Figure 1. Metal layers overlaid (run 1).
Two of the layers only.
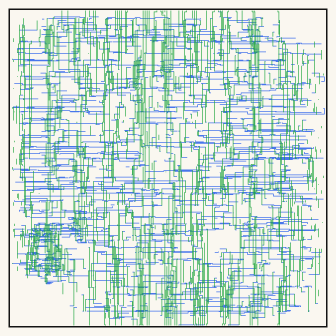
Figure 2. Sequential cells grouped by signal name (run 1).
Bar = 50 um. Other sequential cells in the stronger gray, the rest of the logic in the fainter gray.
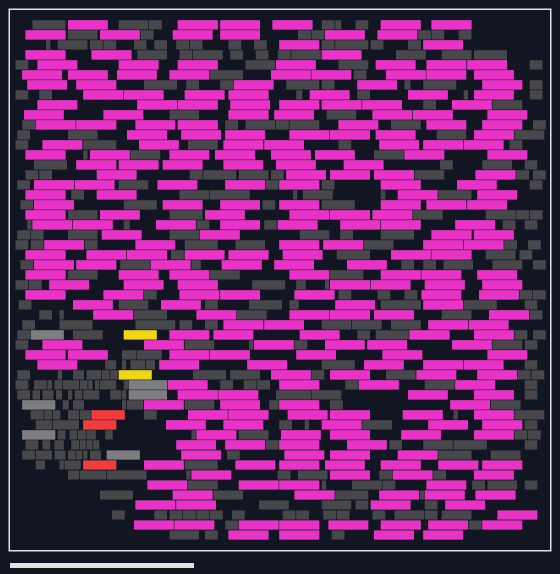
Figure 3. Zoomed window (run 1).
Window x 17 to 57, y 90 to 130 um. Cells in gray, sequential cells in the stronger gray; small squares are vias.
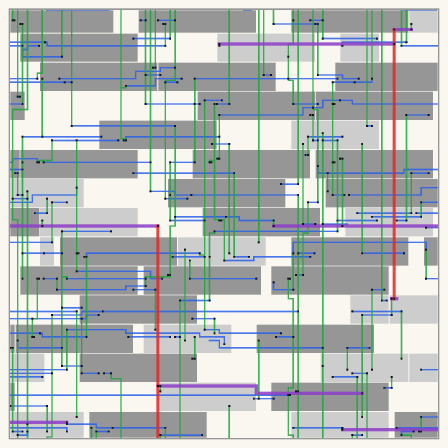
$ cat src/rtl/fetch_buffer_pkg.sv
// Shared defaults and helpers for the fetch-to-decode buffer.
package fetch_buffer_pkg;

  localparam int unsigned FB_DEPTH_DEFAULT = 4;
  localparam int unsigned FB_ID_W_DEFAULT  = 3;
  localparam int unsigned FB_ERR_W_DEFAULT = 5;

  // Counters need one extra bit so that a completely full buffer is representable.
  function automatic int unsigned fb_cnt_width(input int unsigned depth);
    return $clog2(depth) + 1;
  endfunction

endpackage

$ cat src/rtl/fetch_buffer_credits.sv
// Occupancy/reservation bookkeeping for fetch_buffer: credits and sticky overflow.
module fetch_buffer_credits
  import fetch_buffer_pkg::*;
#(
  parameter  int unsigned DEPTH = FB_DEPTH_DEFAULT,
  localparam int unsigned CW    = fb_cnt_width(DEPTH)
) (
  input  logic          clk,
  input  logic          rst,
  input  logic          flush_i,
  input  logic          push_i,
  input  logic          pop_i,
  input  logic          consume_i,
  input  logic          request_i,
  output logic          accept_o,
  output logic [CW-1:0] occupied_o,
  output logic          credit_available_o,
  output logic          overflow_error_o
);

  logic [CW-1:0] occupied_q, occupied_d;
  logic [CW-1:0] reserved_q, reserved_d;
  logic          overflow_q, overflow_d;
  logic          overflow_s;
  logic          accept_s;
  logic [CW:0]   committed_s;

  // Next-state for counters; an overflowing push leaves everything but the sticky flag untouched.
  always_comb begin
    overflow_s = push_i & ~flush_i & ~pop_i & (occupied_q == CW'(DEPTH));
    accept_s   = push_i & ~flush_i & ~overflow_s;
    occupied_d = occupied_q;
    reserved_d = reserved_q;
    overflow_d = overflow_q | overflow_s;
    if (flush_i) begin
      occupied_d = '0;
      reserved_d = '0;
    end else if (overflow_s) begin
      occupied_d = occupied_q;
      reserved_d = reserved_q;
    end else begin
      case ({accept_s, pop_i})
        2'b10:   occupied_d = occupied_q + CW'(1);
        2'b01:   occupied_d = occupied_q - CW'(1);
        default: occupied_d = occupied_q;
      endcase
      if (request_i & ~consume_i) begin
        reserved_d = reserved_q + CW'(1);
      end else if (~request_i & consume_i & (reserved_q != '0)) begin
        reserved_d = reserved_q - CW'(1);
      end else begin
        reserved_d = reserved_q;
      end
    end
  end

  // Counter and overflow state registers.
  always_ff @(posedge clk or posedge rst) begin
    if (rst) begin
      occupied_q <= '0;
      reserved_q <= '0;
      overflow_q <= 1'b0;
    end else begin
      occupied_q <= occupied_d;
      reserved_q <= reserved_d;
      overflow_q <= overflow_d;
    end
  end

  assign committed_s        = {1'b0, occupied_q} + {1'b0, reserved_q};
  assign credit_available_o = committed_s < (CW+1)'(DEPTH);
  assign accept_o           = accept_s;
  assign occupied_o         = occupied_q;
  assign overflow_error_o   = overflow_q;

endmodule

$ cat src/rtl/fetch_buffer.sv
// In-order fetch-to-decode queue with credit-based slot reservation.
// Optional same-cycle empty-buffer bypass enabled by FETCH_BUFFER_BYPASS_EN.
module fetch_buffer
  import fetch_buffer_pkg::*;
#(
  parameter int unsigned DEPTH = FB_DEPTH_DEFAULT,
  parameter int unsigned ID_W  = FB_ID_W_DEFAULT,
  parameter int unsigned ERR_W = FB_ERR_W_DEFAULT
) (
  input  logic             clk,
  input  logic             rst,
  input  logic             flush,
  input  logic             fetch_request,
  input  logic             fetch_valid,
  input  logic [31:0]      fetch_pc,
  input  logic [31:0]      fetch_instruction,
  input  logic [ID_W-1:0]  fetch_id,
  input  logic             fetch_ok,
  input  logic [ERR_W-1:0] fetch_error_code,
  output logic             credit_available,
  output logic             dec_valid,
  input  logic             dec_ready,
  output logic [31:0]      dec_pc,
  output logic [31:0]      dec_instruction,
  output logic [ID_W-1:0]  dec_id,
  output logic             dec_ok,
  output logic [ERR_W-1:0] dec_error_code,
  output logic             overflow_error
);

  localparam int unsigned PW = $clog2(DEPTH);
  localparam int unsigned CW = fb_cnt_width(DEPTH);

  typedef struct packed {
    logic [31:0]      pc;
    logic [31:0]      instruction;
    logic [ID_W-1:0]  id;
    logic             ok;
    logic [ERR_W-1:0] error_code;
  } entry_t;

  entry_t        entries_q [DEPTH];
  entry_t        incoming_s;
  entry_t        head_s;
  logic [PW-1:0] rd_ptr_q, rd_ptr_d;
  logic [PW-1:0] wr_ptr_q, wr_ptr_d;
  logic [CW-1:0] occupied_s;
  logic          stored_valid_s;
  logic          push_s;
  logic          store_push_s;
  logic          pop_s;
  logic          accept_s;

  assign incoming_s     = '{pc: fetch_pc, instruction: fetch_instruction, id: fetch_id,
                            ok: fetch_ok, error_code: fetch_error_code};
  assign stored_valid_s = (occupied_s != '0);
  assign push_s         = fetch_valid & ~flush;
  assign pop_s          = stored_valid_s & dec_ready & ~flush;

`ifdef FETCH_BUFFER_BYPASS_EN
  logic bypass_s;
  assign bypass_s     = push_s & ~stored_valid_s;
  // A bypassed entry taken by decode never touches storage, but still returns its reservation.
  assign store_push_s = push_s & ~(bypass_s & dec_ready);
`else
  assign store_push_s = push_s;
`endif

  fetch_buffer_credits #(
    .DEPTH (DEPTH)
  ) u_credits (
    .clk                (clk),
    .rst                (rst),
    .flush_i            (flush),
    .push_i             (store_push_s),
    .pop_i              (pop_s),
    .consume_i          (push_s),
    .request_i          (fetch_request),
    .accept_o           (accept_s),
    .occupied_o         (occupied_s),
    .credit_available_o (credit_available),
    .overflow_error_o   (overflow_error)
  );

  // Pointer next-state; flush rewinds both to slot 0.
  always_comb begin
    rd_ptr_d = rd_ptr_q;
    wr_ptr_d = wr_ptr_q;
    if (flush) begin
      rd_ptr_d = '0;
      wr_ptr_d = '0;
    end else begin
      rd_ptr_d = rd_ptr_q + PW'(pop_s);
      wr_ptr_d = wr_ptr_q + PW'(accept_s);
    end
  end

  // Pointer registers.
  always_ff @(posedge clk or posedge rst) begin
    if (rst) begin
      rd_ptr_q <= '0;
      wr_ptr_q <= '0;
    end else begin
      rd_ptr_q <= rd_ptr_d;
      wr_ptr_q <= wr_ptr_d;
    end
  end

  // Entry storage; contents are don't-care until written.
  always_ff @(posedge clk) begin
    if (accept_s) begin
      entries_q[wr_ptr_q] <= incoming_s;
    end
  end

  // Decode-side view of the head entry.
  always_comb begin
    head_s    = entries_q[rd_ptr_q];
    dec_valid = stored_valid_s;
`ifdef FETCH_BUFFER_BYPASS_EN
    if (bypass_s) begin
      head_s    = incoming_s;
      dec_valid = 1'b1;
    end else begin
      head_s    = entries_q[rd_ptr_q];
      dec_valid = stored_valid_s;
    end
`endif
    dec_pc          = head_s.pc;
    dec_instruction = head_s.instruction;
    dec_id          = head_s.id;
    dec_ok          = head_s.ok;
    dec_error_code  = head_s.error_code;
  end

endmodule

$ cat config.mk
export PLATFORM = sky130hd
export DESIGN_NAME = fetch_buffer
export DESIGN_NICKNAME = d
export VERILOG_FILES = /design/src/rtl/fetch_buffer_pkg.sv /design/src/rtl/fetch_buffer_credits.sv /design/src/rtl/fetch_buffer.sv
export SDC_FILE = /design/constraint.sdc
export NUM_CORES = 1
export LEC_CHECK = 0
export CORE_UTILIZATION = 54
export CTS_BUF_LIST = sky130_fd_sc_hd__clkbuf_16
export DETAILED_ROUTE_END_ITERATION = 10
export PLACE_DENSITY_LB_ADDON = 0.08
export SYNTH_ARGS = -nofsm -noshare
export SYNTH_HDL_FRONTEND = slang
export SYNTH_HIERARCHICAL = 1
export SYNTH_SLANG_ARGS = --single-unit
$ cat constraint.sdc
create_clock -name clk -period 8 [get_ports clk]
set_clock_uncertainty 0.2 [all_clocks]
set_input_delay 1.6 -clock clk [delete_from_list [all_inputs] [get_ports clk]]
set_output_delay 1.6 -clock clk [all_outputs]
set_load 0.005 [all_outputs]
==> results.cfg, run 1 <==
; flow metrics
[worst_setup_path]
reg2reg_depth = 6
path_cells = clkdlybuf4s50_1 -> nor2b_1 -> or2b_4 -> nor2_1 -> nor3b_4 -> buf_4
worstSetupEndpointType = flip-flop
cp_top_family = simple AND/OR/NAND/NOR gates
crit_slowest_cell = nor3b_4
reg2reg_to = entries_q[0][19]
worstPathMaxFanout = 54
startpoint = flush
cp-start-kind = input port
ff2ff_setup_slack_ns = 4.25
timing.rr.start = u_credits/occupied_o[0]
crit_path_end = entries_q[0][19]
worstSetupPathType = input port to flip-flop
critPathBufInv = 2
max_stage_delay_ns = 0.98
cp.depth = 6

[placement]
dp_slack_ns = 2.20
dp.cells = 863
gp_congestion = 0.766
place_hpwl_um = 11100

[timing]
clock.fmax_mhz = 194
setup_violations = 0
whs_ns = 0.300
worst-slew-pin-transition_ns = 1.13
period_minus_slack_ns = 5.17
maxSlewViolCount = 0
rsz0062_at_grt = false
fin_setup_tns_ns = 0
period_used_pct = 64.6

[worst_hold_path]
hp-start = u_credits/overflow_error_o
whs_path_depth = 1
hold_class = flip-flop to flip-flop

[floorplanning]
core-area_um2 = 20400
fp-utilization_pct = 55.5
die_height_um = 147
ios = 155
dieArea_um2 = 21600
die_w_um = 147

[global_routing]
grt_overflow = 0
grt_pass1_wl_um = 30700
grt_pass1_vias = 5599
grt_max_degree = 75
use_met2_pct = 31.8
grt_util_met3_pct = 3.79
grt.met1_usage_pct = 25.0

[clocking]
cts_resized = 0
hold_buffers = 0
cts_tree = done
cts-root-buf = clkbuf_16
clock_path_buffers = 3
htree_levels = 1
clock_latency_ns = 0.53
cts_buffers = 31
clock-sinks = 303
cts_setup_buffers = 0

[synthesis]
top_area_cell = edfxtp_1
synth.cell_area_um2 = 11300
aoi_share_pct = 0.652
yosys_cells = 452
syn_area_per_cell_um2 = 25.1
synth_flop_count = 303
synthXorXnorAreaFrac_pct = 0.387
synthTopCellsByCount = 292 x edfxtp_1, 72 x mux4_2, 11 x dfrtp_1
top_cells_by_area = edfxtp_1 77%, mux4_2 14%, dfrtp_1 2.4%
top_cell_area_share_pct = 77.4
ys_sh_mux_pct = 14.5
synth_seq_share_pct = 79.8
syn-num-nets = 537
synth.yosys.warnings = 6
yosys_area_um2 = 11300
synthFlopType = edfxtp_1
synthArstFlopShare_pct = 3.63

[power]
pg_seq_mw = 1.79
seqPwrFrac_pct = 52.9
power.group.top = registers
p_int_mw = 2.74
p_comb_uw = 236
share_comb_of_total_power_pct = 6.9
powerClk_mw = 1.36
power.total_mw = 3.39
p_sw_share_pct = 19.2
p_switching_uw = 651

[drt]
route.detailed.drc = 0
routed_via_density = 5.54
wl_met1_um = 8060
highest_layer = met4
wl_met2_um = 9740
drtIter0Drc = 291
dr_wl_met3_um = 1190

[layout]
largest_register_ffs = 292
instances_no_fill = 918
largest-register = entries_q
layout-area-overhead-vs-synth_pct = 24.0
utilization_pct = 68.8
final_area_um2 = 14000

[flow_run]
warning_count = 26
cap_violations = 0

[status]
status = finished, final reports clean
About Figure 1:
Key: blue = met1 [wire length 8060 um]; green = met2 [wire length 9740 um]
drt wl/cell: 21.3 um
routed wire length: 19500 um
Tot GR Track Use: 18.9%
via count: 5089

About Figure 2:
Key: yellow = wr_ptr_q [placed flops 2]; red = u_credits/reserved_q [placed flops 3]; magenta = entries_q [placed flops 292, where widely spread]

About Figure 3:
Key: red = met4; green = met2; purple = met3; blue = met1
42 logic cells have their middle in the window. Netlist names of flops here include entries_q (27). Most frequent: edfxtp_1 (27), mux4_2 (7), clkbuf_16 (4). Sequential cells in the window: 27.

## run 1: layout by cell type (no fill, tap or decap), types with 2 or more instances in the layout
cell / instances
clkinv_1: 4
bufinv_16: 4
or3_1: 5
clkdlybuf4s50_1: 154
buf_4: 5
nor2b_1: 4
nor2_1: 3
clkbuf_16: 31
fa_1: 2
xnor2_1: 5
ha_1: 4
dfrtp_4: 2
nand2b_1: 2
a21oi_1: 2
nand2_1: 4
edfxtp_1: 292
o21ai_0: 3
mux4_2: 72
inv_1: 15
dfrtp_1: 9
clkinv_2: 4
## run 1: layout make-up
type                       instances  area [um^2]  area share, %
sequential                       303         9050           64.4
timing repair buffer             159         1580           11.2
clock inverter                    23          196           1.40
clock buffer                      31          776           5.52
tap                              270          338           2.41
antenna                            1         2.50         0.0178
multi-input combinational        127         2090           14.9
inverter                           4         15.0          0.107
Figure 4. I/O nets highlighted (run 1).
Bar = 50 um.
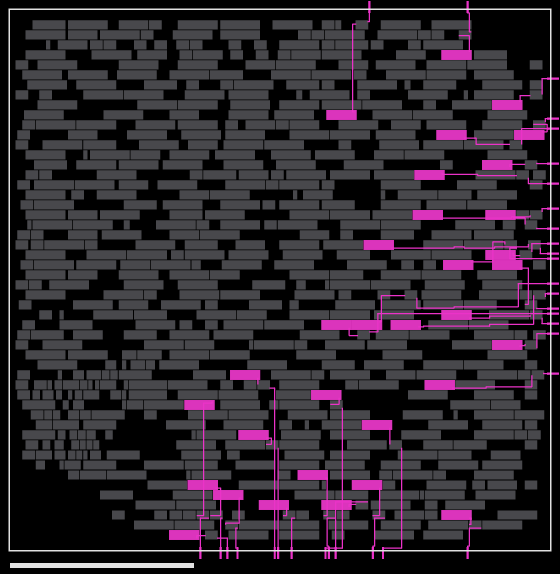

==> inputs of run 2 (changes only) <==
--- a/config.mk
+++ b/config.mk
@@ -5,7 +5,7 @@
 export SDC_FILE = /design/constraint.sdc
 export NUM_CORES = 1
 export LEC_CHECK = 0
-export CORE_UTILIZATION = 54
+export CORE_UTILIZATION = 49
 export CTS_BUF_LIST = sky130_fd_sc_hd__clkbuf_16
 export DETAILED_ROUTE_END_ITERATION = 10
 export PLACE_DENSITY_LB_ADDON = 0.08
==> constraint.sdc (replaced) <==
create_clock -name clk -period 4.6 [get_ports clk]
set_clock_uncertainty 0.2 [all_clocks]
set_input_delay 0.92 -clock clk [delete_from_list [all_inputs] [get_ports clk]]
set_output_delay 0.92 -clock clk [all_outputs]
set_load 0.005 [all_outputs]
Figure 5. I/O nets highlighted (run 2).
Bar = 50 um.
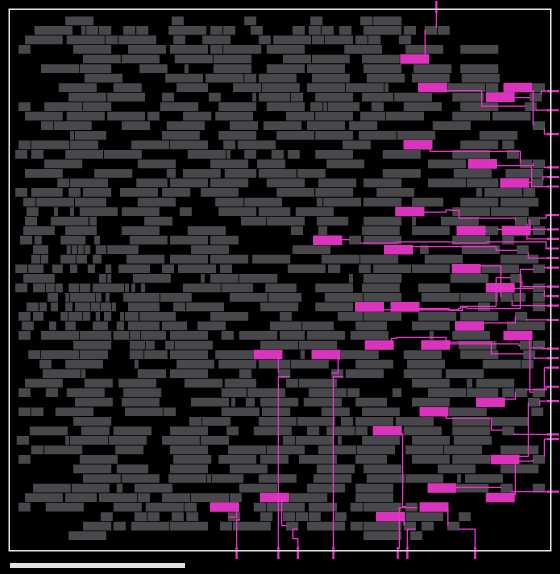
Key: magenta = dec_instruction [bits 32, direction output, edge 24 right, 7 bottom, 1 top, end cells 32, buffers 32, wire 867 um]
Boundary Pins: 155
IO Port Bufs: 154

==> run 2 against run 1 <==
Area after synthesis did not move; clock-buffer cell count did not move; global-route usage fell by 1.2 points; non-clock buffer count rose by 10; largest cell class unchanged; largest power group unchanged.
==> results.cfg, run 2 <==
; flow metrics
[floorplanning]
dieArea_um2 = 23700
fp-utilization_pct = 50.0
core-area_um2 = 22600
die_height_um = 154
die_w_um = 154

[drt]
highest_layer = met4
wl_met2_um = 10100
routed_via_density = 5.50
drtIter0Drc = 271
wl_um = 20400
wl_met1_um = 8870
wire_per_inst_um = 21.6

[timing]
rsz0062_at_grt = false
worst-slew-pin-transition_ns = 0.628
clock.fmax_mhz = 253

[placement]
dp.cells = 888
place_hpwl_um = 12400
dp_slack_ns = 0.573
gp_congestion = 0.780

[worst_setup_path]
reg2reg_to = entries_q[2][42]
worstSetupEndpointType = output port
cp-start-kind = flip-flop
max_stage_delay_ns = 0.79
ff2ff_setup_slack_ns = 1.82
crit_slowest_cell = dfrtp_4
startpoint = rd_ptr_q[0]

[layout]
sh_seq_area_pct = 63.9
logic_area_um2 = 2090
final_area_um2 = 14200
comb_share_pct = 14.8
largest_register_ffs = 292
num-nonclk-inverters = 4
layout_top_cells = 292 x edfxtp_1, 154 x clkdlybuf4s50_1, 72 x mux4_2
diodes = 1
flops = 303
layout-area-overhead-vs-synth_pct = 24.9
instances_no_fill = 945
clock_buffers = 31

[power]
seqPwrFrac_pct = 54.2
share_comb_of_total_power_pct = 7.5
power.total_mw = 5.73
power.group.top = registers

[global_routing]
grt_util_met3_pct = 3.78
use_met2_pct = 29.3
grt_max_degree = 51
grt.met1_usage_pct = 24.1

[clocking]
cts_resized = 0
htree_levels = 1
clock-sinks = 303

[synthesis]
synthFlopType = edfxtp_1
synth_flop_count = 303
top_cell_area_share_pct = 77.4
yosys_cells = 452
syn-num-nets = 537
synth.cell_area_um2 = 11300
synthTopCellsByCount = 292 x edfxtp_1, 72 x mux4_2, 11 x dfrtp_1
syn_area_per_cell_um2 = 25.1

[status]
status = finished, final reports clean

[flow_run]
cap_violations = 0
warning_count = 26

[worst_hold_path]
whs_path_depth = 1
[run 2: how the worst max path moves through the flow]
stage	end	slack, ns
final	dec_pc[28]	0.65
after global routing	dec_pc[28]	0.42
after CTS	dec_pc[28]	0.54
after detailed placement	entries_q[2][51]	0.57
after global placement	entries_q[2][48]	0.67
after floorplan	entries_q[1][0]	0.30
[run 2: kinds of logic after synthesis]
group	after synthesis	share of synthesized area (%)
DFF	303	79.8
muxes	73	14.5
and+or+nand+nor	32	1.81
buffers and inverters	22	1.99
AOI/OAI and AO/OA	11	0.652
adders and majority gates	6	0.795
xor gates and xnor gates	5	0.387
[run 2: worst max-delay path, delay by kind of cell, from the launching register on]
family	cells	cell delay, ns
flip-flops	1	0.79
multiplexers	1	0.54
buffers and inverters	2	0.96
Figure 6. Sequential cells grouped by signal name (run 2).
Bar = 50 um. Other sequential cells in the stronger gray, the rest of the logic in the fainter gray.
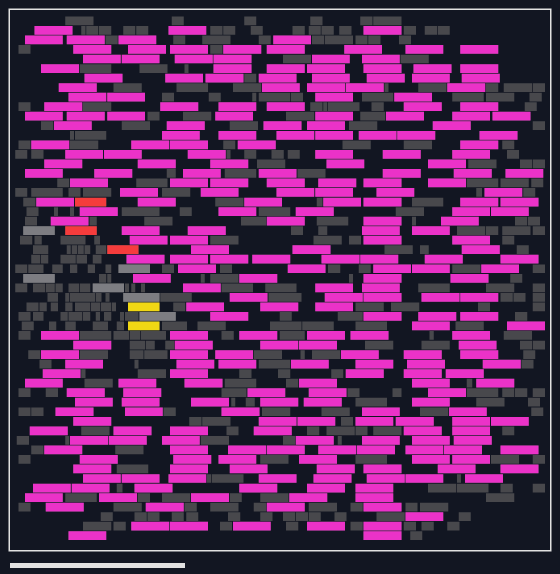

==> inputs of run 3 (changes only) <==
--- a/config.mk
+++ b/config.mk
@@ -7,6 +7,7 @@
 export LEC_CHECK = 0
 export CORE_UTILIZATION = 49
 export CTS_BUF_LIST = sky130_fd_sc_hd__clkbuf_16
+export CTS_CLUSTER_SIZE = 20
 export DETAILED_ROUTE_END_ITERATION = 10
 export PLACE_DENSITY_LB_ADDON = 0.08
 export SYNTH_ARGS = -nofsm -noshare
==> constraint.sdc (replaced) <==
create_clock -name clk -period 4.6 [get_ports clk]
set_clock_uncertainty 0.2 [all_clocks]
set_input_delay 0.92 -clock clk [delete_from_list [all_inputs] [get_ports clk]]
set_output_delay 0.92 -clock clk [all_outputs]
set_load 0.02 [all_outputs]
Figure 7. Sequential cells grouped by signal name (run 3).
Bar = 50 um. Other sequential cells in the stronger gray, the rest of the logic in the fainter gray.
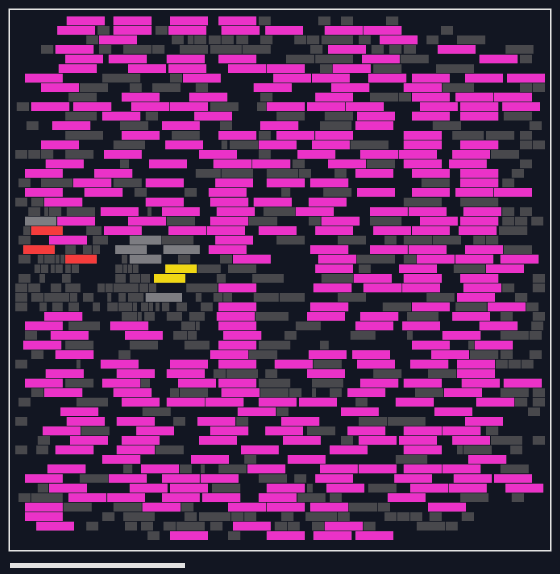
Key: magenta = entries_q [placed flops 292, where widely spread]; red = u_credits/reserved_q [placed flops 3]; yellow = wr_ptr_q [placed flops 2]
Another 6 sequential cells are not colored.

==> run 3 against run 2 <==
Sequential cell count stayed put; design area is 1.6% higher; utilization is 1.0 points higher; via count is 0.35% lower; worst setup slack worse by 0.040 ns; synthesized cell count stayed put; clock power is 24% higher; sequential power hardly changed; largest power group unchanged; highest routed layer unchanged.
==> results.cfg, run 3 <==
; flow metrics
[global_routing]
grt_max_degree = 61
grt_pass1_wl_um = 32000
grt.met1_usage_pct = 22.9
grt_pass1_vias = 5653
use_met2_pct = 31.0
grt_util_met3_pct = 4.23
busiest_layer = met2
grt.total_usage_pct = 17.9

[drt]
wire_per_inst_um = 21.6
routed_via_density = 5.47
vias = 5177
highest_layer = met4
wl_met2_um = 10500
ant_nets = 0
route.detailed.drc = 0
wl_met1_um = 8310
wl_um = 20400
dr.pass1.iters = 4
drtIter0Drc = 292

[synthesis]
yosys_area_um2 = 11300
yosysUniqueCellTypes = 37
top_cells_by_area = edfxtp_1 77%, mux4_2 14%, dfrtp_1 2.4%
syn_area_per_cell_um2 = 25.1
synth_flop_count = 303
synthFlopType = edfxtp_1
syn-num-nets = 537
synthXorXnorAreaFrac_pct = 0.387
synthArstFlopShare_pct = 3.63
ys_sh_simple_pct = 1.81
synth.yosys.warnings = 6
synth_top_cell_by_count = edfxtp_1
top_cell_area_share_pct = 77.4
yosys_cells = 452
ys_sh_mux_pct = 14.5
logic_family = multiplexers
synth.cell_area_um2 = 11300
aoi_share_pct = 0.652
adder_share_pct = 0.795
synthTopCellsByCount = 292 x edfxtp_1, 72 x mux4_2, 11 x dfrtp_1

[layout]
largest-register = entries_q
lay_top_count = edfxtp_1
largest_register_ffs = 292
fin_nets = 721
final_area_um2 = 14400
drive_above_1_share_pct = 22.9
instances_no_fill = 946
layout-area-overhead-vs-synth_pct = 26.9
layout_top_cells = 292 x edfxtp_1, 154 x clkdlybuf4s50_1, 72 x mux4_2
utilization_pct = 63.5

[clocking]
cts_resized = 0
clock_path_buffers = 3
cts-root-buf = clkbuf_16
clock_latency_ns = 0.54
cts_buffers = 30
path_clk_slew_ns = 0.06
cts_tree = done
htree_levels = 1
clock-sinks = 303
hold_buffers = 0

[power]
power.total_mw = 6.32
cellLeakagePower_nw = 4.60
peakVddDrop_mv = 0.345
powerDensity_nw_per_um2 = 440

[worst_setup_path]
worstSetupEndpointType = output port
crit_path_end = dec_id[0]
ff2ff_setup_slack_ns = 1.91
cp_top_family = buffers and inverters
max_stage_delay_ns = 0.78
cp-start-kind = flip-flop
cp.depth = 3
timing.rr.start = u_credits/occupied_o[0]
reg2reg_to = entries_q[2][70]
critPathBufInv = 2
crit_slowest_cell = dfrtp_4
path_cells = buf_4 -> mux4_2 -> clkdlybuf4s50_1
startpoint = rd_ptr_q[0]

[worst_hold_path]
hold_class = flip-flop to flip-flop
hold_end = u_credits/overflow_error_o
whs_path_depth = 1

[timing]
maxSlewViolCount = 0
worst-slew-pin-transition_ns = 0.595
setup_ws_ns = 0.607
clock.fmax_mhz = 250
slew-limit-headroom_pct = 60.3
setup_violations = 0
period_used_pct = 86.8
whs_ns = 0.278
period_minus_slack_ns = 3.99
rsz0062_at_grt = false
hold_viol_final = 0

[status]
status = finished, final reports clean

[floorplanning]
dieArea_um2 = 23700
rows = 55
ios = 155
die_w_um = 154
fp-utilization_pct = 50.0
core-area_um2 = 22600
die_height_um = 154

[placement]
dp.cells = 889
place_hpwl_um = 12200
dp_slack_ns = 0.558
gp_congestion = 0.767
port_buffers = 154

[flow_run]
warning_count = 26
cap_violations = 0
==> run 3: cell types whose count changed in the layout (fill, tap and decap cells not counted) <==
cell	previous run	this run
clkinv_1	12	4
bufinv_16	1	9
buf_12	7	6
clkinv_2	4	7
inv_6	0	1
inv_1	12	5
clkinvlp_4	0	2
buf_4	8	10
clkinv_4	0	1
==> run 3: cell type report <==
class | count | area, um^2
Sequential cell | 303 | 9050
Clock buffer | 31 | 776
Tap cell | 285 | 357
Antenna cell | 1 | 2.50
Multi-Input combinational cell | 127 | 2090
Clock inverter | 25 | 357
Fill cell | 1550 | 8260
Timing Repair Buffer | 170 | 1740
Inverter | 4 | 15.0
==> run 3: report_power, final <==
group	internal, mW	leakage, nW	switching [mW]
Clock	1.73	0.557	0.991
Combinational	0.272	1.26	0.228
Sequential	3.07	2.78	0.0355

## Gallery

Clock routing.
(a)
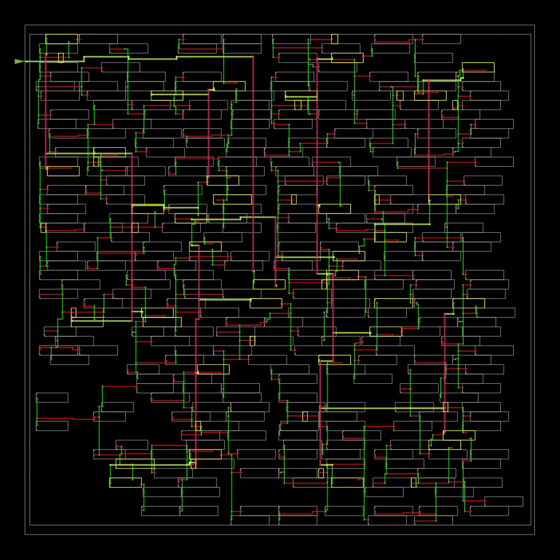
(b)
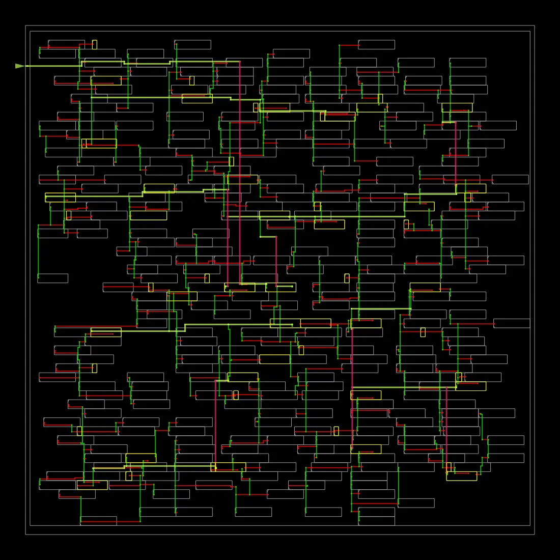
(c)
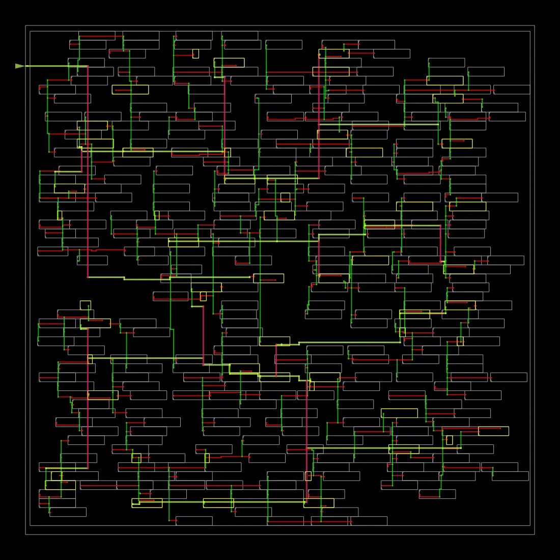
run 2 -> (b)
run 1 -> (a)
run 3 -> (c)

Power is estimated from default activity; no workload was simulated.
